==> src/rtl/vector_mul_pipe.sv <==
`default_nettype none
// ============================================================================
//  Module      : vector_mul_pipe
//  Description : Two-stage, back-pressurable LANES x W unsigned vector
//                multiplier returning element-wise products or a dot product.
//                Optional lane clamping when SATURATE_EN is defined.
//  Revision    : 1.0 - initial release
// ============================================================================
module vector_mul_pipe #(
   parameter  int LANES = 4,
   parameter  int W     = 8,
   localparam int ACCW  = 2*W + $clog2(LANES)
) (
   input  logic               clk,
   input  logic               rst,
   input  logic               in_valid,
   output logic               in_ready,
   input  logic               mode,
   input  logic [LANES*W-1:0] a,
   input  logic [LANES*W-1:0] b,
   output logic               out_valid,
   input  logic               out_ready,
   output logic [LANES*W-1:0] c,
   output logic [ACCW-1:0]    dot,
   output logic               out_mode,
   output logic               sat,
   output logic [15:0]        ops_done
);

   localparam int PW = 2*W;
`ifdef SATURATE_EN
   localparam logic [PW-1:0] C_LANE_MAX = {{W{1'b0}}, {W{1'b1}}};
`endif

   logic [LANES*PW-1:0] w_prod;
   logic [LANES*PW-1:0] r_s1_p;
   logic                r_s1_full;
   logic                r_s1_mode;

   logic [LANES*W-1:0]  w_c;
   logic [ACCW-1:0]     w_dot;
   logic                w_sat;
   logic [PW-1:0]       w_lane;

   logic                w_s2_load;
   logic                w_in_fire;
   logic                w_out_fire;

   logic                r_out_valid;
   logic [LANES*W-1:0]  r_c;
   logic [ACCW-1:0]     r_dot;
   logic                r_out_mode;
   logic                r_sat;
   logic [15:0]         r_ops_done;

   // S2 may refill whenever its current result leaves (or it is empty).
   assign w_s2_load  = r_s1_full && (!r_out_valid || out_ready);
   assign in_ready   = !r_s1_full || w_s2_load;
   assign w_in_fire  = in_valid && in_ready;
   assign w_out_fire = r_out_valid && out_ready;

   generate
      for (genvar i = 0; i < LANES; i++) begin : g_lane
         assign w_prod[i*PW +: PW] = PW'(a[i*W +: W]) * PW'(b[i*W +: W]);
      end
   endgenerate

   always_comb begin
      w_c    = '0;
      w_dot  = '0;
      w_sat  = 1'b0;
      w_lane = '0;
      for (int i = 0; i < LANES; i++) begin
         w_lane = r_s1_p[i*PW +: PW];
         if (r_s1_mode) begin
            w_dot = w_dot + ACCW'(w_lane);
         end else begin
`ifdef SATURATE_EN
            if (w_lane > C_LANE_MAX) begin
               w_c[i*W +: W] = '1;
               w_sat         = 1'b1;
            end else begin
               w_c[i*W +: W] = w_lane[W-1:0];
            end
`else
            w_c[i*W +: W] = w_lane[W-1:0];
`endif
         end
      end
   end

   always_ff @(posedge clk or posedge rst) begin
      if (rst) begin
         r_s1_full <= 1'b0;
         r_s1_mode <= 1'b0;
         r_s1_p    <= '0;
      end else if (w_in_fire) begin
         r_s1_full <= 1'b1;
         r_s1_mode <= mode;
         r_s1_p    <= w_prod;
      end else if (w_s2_load) begin
         r_s1_full <= 1'b0;
      end
   end

   always_ff @(posedge clk or posedge rst) begin
      if (rst) begin
         r_out_valid <= 1'b0;
         r_c         <= '0;
         r_dot       <= '0;
         r_out_mode  <= 1'b0;
         r_sat       <= 1'b0;
      end else if (w_s2_load) begin
         r_out_valid <= 1'b1;
         r_c         <= w_c;
         r_dot       <= w_dot;
         r_out_mode  <= r_s1_mode;
         r_sat       <= w_sat;
      end else if (w_out_fire) begin
         r_out_valid <= 1'b0;
      end
   end

   always_ff @(posedge clk or posedge rst) begin
      if (rst) begin
         r_ops_done <= 16'd0;
      end else if (w_out_fire) begin
         r_ops_done <= r_ops_done + 16'd1;
      end
   end

   assign out_valid = r_out_valid;
   assign c         = r_c;
   assign dot       = r_dot;
   assign out_mode  = r_out_mode;
   assign sat       = r_sat;
   assign ops_done  = r_ops_done;

endmodule
`default_nettype wire
==> config.mk <==
export PLATFORM = sky130hd
export DESIGN_NAME = vector_mul_pipe
export DESIGN_NICKNAME = d
export VERILOG_FILES = /design/src/rtl/vector_mul_pipe.sv
export SDC_FILE = /design/constraint.sdc
export NUM_CORES = 1
export LEC_CHECK = 0
export CAP_MARGIN = 20
export CORE_MARGIN = 10
export CORE_UTILIZATION = 65
export CTS_BUF_LIST = sky130_fd_sc_hd__clkbuf_8
export DETAILED_ROUTE_END_ITERATION = 8
export PLACE_DENSITY = 0.89
export SYNTH_ARGS = -nofsm -noshare
export SYNTH_HDL_FRONTEND = slang
export SYNTH_SLANG_ARGS = --single-unit
export TNS_END_PERCENT = 30
==> constraint.sdc <==
create_clock -name clk -period 13.3 [get_ports clk]
set_clock_uncertainty 0.15 [all_clocks]
set_input_delay 3.99 -clock clk [delete_from_list [all_inputs] [get_ports clk]]
set_output_delay 3.99 -clock clk [all_outputs]
set_load 0.02 [all_outputs]
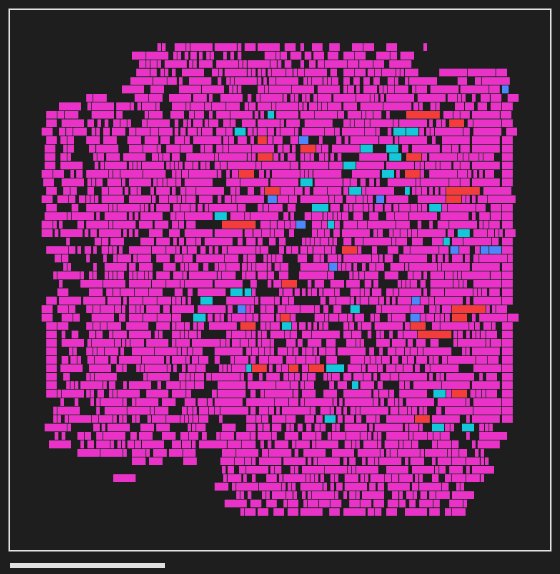
Figure 1: cells by drive strength.
The bar under the picture is 50 um long.
[cyan] drive 2 | cells: 31 | share: 1.7% | most used: mux2_2
[magenta] drive 1 or less | cells: 1808 | share: 96% | most used: nand2_1
[blue] drive 3 to 4 | cells: 12 | share: 0.64% | most used: buf_4
[red] drive 6 and up | cells: 25 | share: 1.3% | most used: clkbuf_8

==> flow_summary.html <==
<h3>Run summary</h3>
<table>
<tr><th>Metric</th><th>Value</th></tr>
<tr><th colspan="2">Run status</th></tr>
<tr><td>Result of the run</td><td>complete, no violations</td></tr>
<tr><th colspan="2">Clocking</th></tr>
<tr><td>Clock buffers created by TritonCTS</td><td>17</td></tr>
<tr><td>Clock insertion delay at the later pin of the skew report</td><td>470 ps</td></tr>
<tr><td>CTS max path bufs</td><td>2</td></tr>
<tr><td>TritonCTS clock tree</td><td>yes</td></tr>
<tr><td>Number of buffers inserted by hold repair at cts</td><td>0</td></tr>
<tr><th colspan="2">Routing</th></tr>
<tr><td>Post-detailed-routing wire length</td><td>36500 um</td></tr>
<tr><td>Avg WL per Cell</td><td>16.6 um</td></tr>
<tr><th colspan="2">Logic synthesis</th></tr>
<tr><td>Number of warnings issued by yosys</td><td>0</td></tr>
<tr><td>Post-synth seq share</td><td>0.218</td></tr>
<tr><th colspan="2">Global routing</th></tr>
<tr><td>First-pass GRT wire length</td><td>63100 um</td></tr>
<tr><td>Global route overflow</td><td>0</td></tr>
<tr><td>Pin count of the biggest net entering global routing</td><td>between 100 and 150</td></tr>
<tr><th colspan="2">Worst setup path</th></tr>
<tr><td>Worst R2R Path Depth</td><td>26</td></tr>
<tr><td>Largest fanout on the critical path</td><td>4</td></tr>
<tr><td>Startpoint Class</td><td>input pin</td></tr>
<tr><td>Kind of capture point of the worst setup path</td><td>output pin</td></tr>
<tr><td>Top delay family on crit path</td><td>buffers and inverters</td></tr>
<tr><td>Critical path's slowest cell</td><td>clkdlybuf4s50_1</td></tr>
<tr><td>R2R Path End</td><td>dot[17]</td></tr>
<tr><td>Worst path most repeated cell</td><td>clkdlybuf4s50_1</td></tr>
<tr><th colspan="2">Floorplan</th></tr>
<tr><td>Area of the core</td><td>between 20000 and 25000 sq um</td></tr>
<tr><td>DIE WIDTH</td><td>around 170 um</td></tr>
<tr><td>Die extent in y</td><td>174 um</td></tr>
<tr><th colspan="2">STA</th></tr>
<tr><td>Max-slew violations</td><td>0</td></tr>
<tr><th colspan="2">Placed design</th></tr>
<tr><td>Area after detailed placement</td><td>between 15000 and 20000 sq um</td></tr>
<tr><td>Final Wtd Congestion</td><td>about 0.9</td></tr>
<tr><td>Half-perimeter wire length after detailed placement</td><td>around 29000 um</td></tr>
<tr><td>Pre-CTS worst setup slack</td><td>~3800 ps</td></tr>
<tr><th colspan="2">Worst hold path</th></tr>
<tr><td>Hold path depth</td><td>2</td></tr>
<tr><th colspan="2">Pwr</th></tr>
<tr><td>Worst supply voltage drop on vdd</td><td>0.0951 mV</td></tr>
</table>
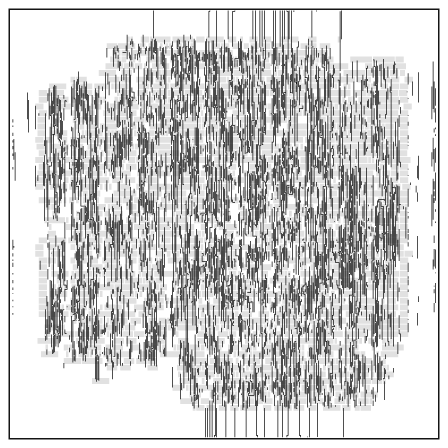
Figure 2: met2 routing.
main direction: vertical
share of all routed wire: 49%
longest straight run: 43.9 um
wire length on this layer: 17800 um

worst min-delay path, cell delays in order (launching register included):
cell	delay [ps]
dfrtp_1	350
nand2_1	50
o21ai_0	60
cell type report:
type	count	share of cell area
Clock inverter	15	0.0128
Timing Repair Buffer	142	0.0805
Inverter	206	0.0443
Tap cell	319	0.0228
Clock buffer	17	0.0134
Sequential cell	134	0.192
Multi-Input combinational cell	1362	0.635
cell usage in the layout (no fill, tap or decap), types with 7 or more instances in the layout:
cell type and n:
a21o_1 19, o31ai_1 10, dfrtp_1 134, or3_1 7, nand2_1 283, mux2_2 15, nor2b_1 14, nand3_1 24
fa_1 147, and2_1 162, nor3_1 21, clkdlybuf4s50_1 137, a21boi_0 8, nor2_1 78, and3_1 8, xor2_1 53
nand2b_1 17, clkbuf_8 17, a211oi_1 12, ha_1 191, o21ai_0 127, inv_1 206, a21oi_1 45, xnor2_1 42
stage by stage:
stage	util	std cells
after floorplan	-	1740
after global placement	0.728	2163
after detailed placement	0.728	2163
after global routing	0.748	2195
after CTS	0.748	2195
final	0.748	2195
cell usage after synthesis, drive strengths merged, types with 3 or more instances:
library cell | number | area [sq um]
or3 | 7 | 43.8
clkbuf | 31 | 116
or2 | 3 | 18.8
nand2 | 285 | 1070
nand4 | 4 | 25.0
a41o | 3 | 30.0
xor2 | 53 | 464
nor2 | 79 | 299
o22ai | 3 | 18.8
a211oi | 12 | 90.1
and3 | 8 | 50.1
nor3 | 21 | 105
maj3 | 5 | 53.8
o31a | 3 | 26.3
a21oi | 46 | 234
inv | 206 | 773
o41a | 3 | 33.8
nand3 | 24 | 120
a41oi | 3 | 33.8
a21boi | 8 | 60.1
nor2b | 14 | 87.6
a31oi | 4 | 25.0
ha | 191 | 2390
xnor2 | 42 | 368
dfrtp | 134 | 3350
o41ai | 4 | 35.0
nand2b | 17 | 106
and2 | 163 | 1020
o31ai | 10 | 75.1
mux2 | 15 | 169
o21ai | 127 | 636
o211ai | 3 | 22.5
a21o | 19 | 143
o21bai | 5 | 37.5
o21a | 5 | 37.5
fa | 147 | 2940
buf | 7 | 32.5
layer usage:
layer  wire length, um  track usage
met5                 0            0
met1             16100        0.325
met3              2120       0.0381
met2             17800        0.414
met4               476       0.0542
power by group:
group / internal (mW) / switching [mW]
clock: 0.224 / 0.173
combinational: 0.872 / 1.13
sequential: 0.541 / 0.132
total: 1.64 / 1.44
sequential cells by signal (all words and copies together), names as in the netlist:
signal     count
dot           18
ops_done      16
c             32
out_valid      1
r_s1_p        64
r_s1_mode      1
out_mode       1
r_s1_full      1
worst max path at each step:
stage,depth (start not counted),end
after floorplan,1,in_ready
after global placement,3,in_ready
after detailed placement,3,in_ready
after CTS,3,in_ready
after global routing,3,in_ready
final,3,in_ready
cells by family (layout without fill, tap and decap cells):
group | count (synthesis) | count (layout) | synth area share
simple gates | 632 | 632 | 0.195
mux | 16 | 16 | 0.0116
xor+xnor | 95 | 95 | 0.0541
flops | 134 | 134 | 0.218
fa+ha+maj | 343 | 343 | 0.350
other cells | 1 | 1 | 0.000244
compound gates | 275 | 275 | 0.110
buf+inv | 244 | 380 | 0.0600
Power figures rest on the tool's default switching activity, not on a simulated workload.
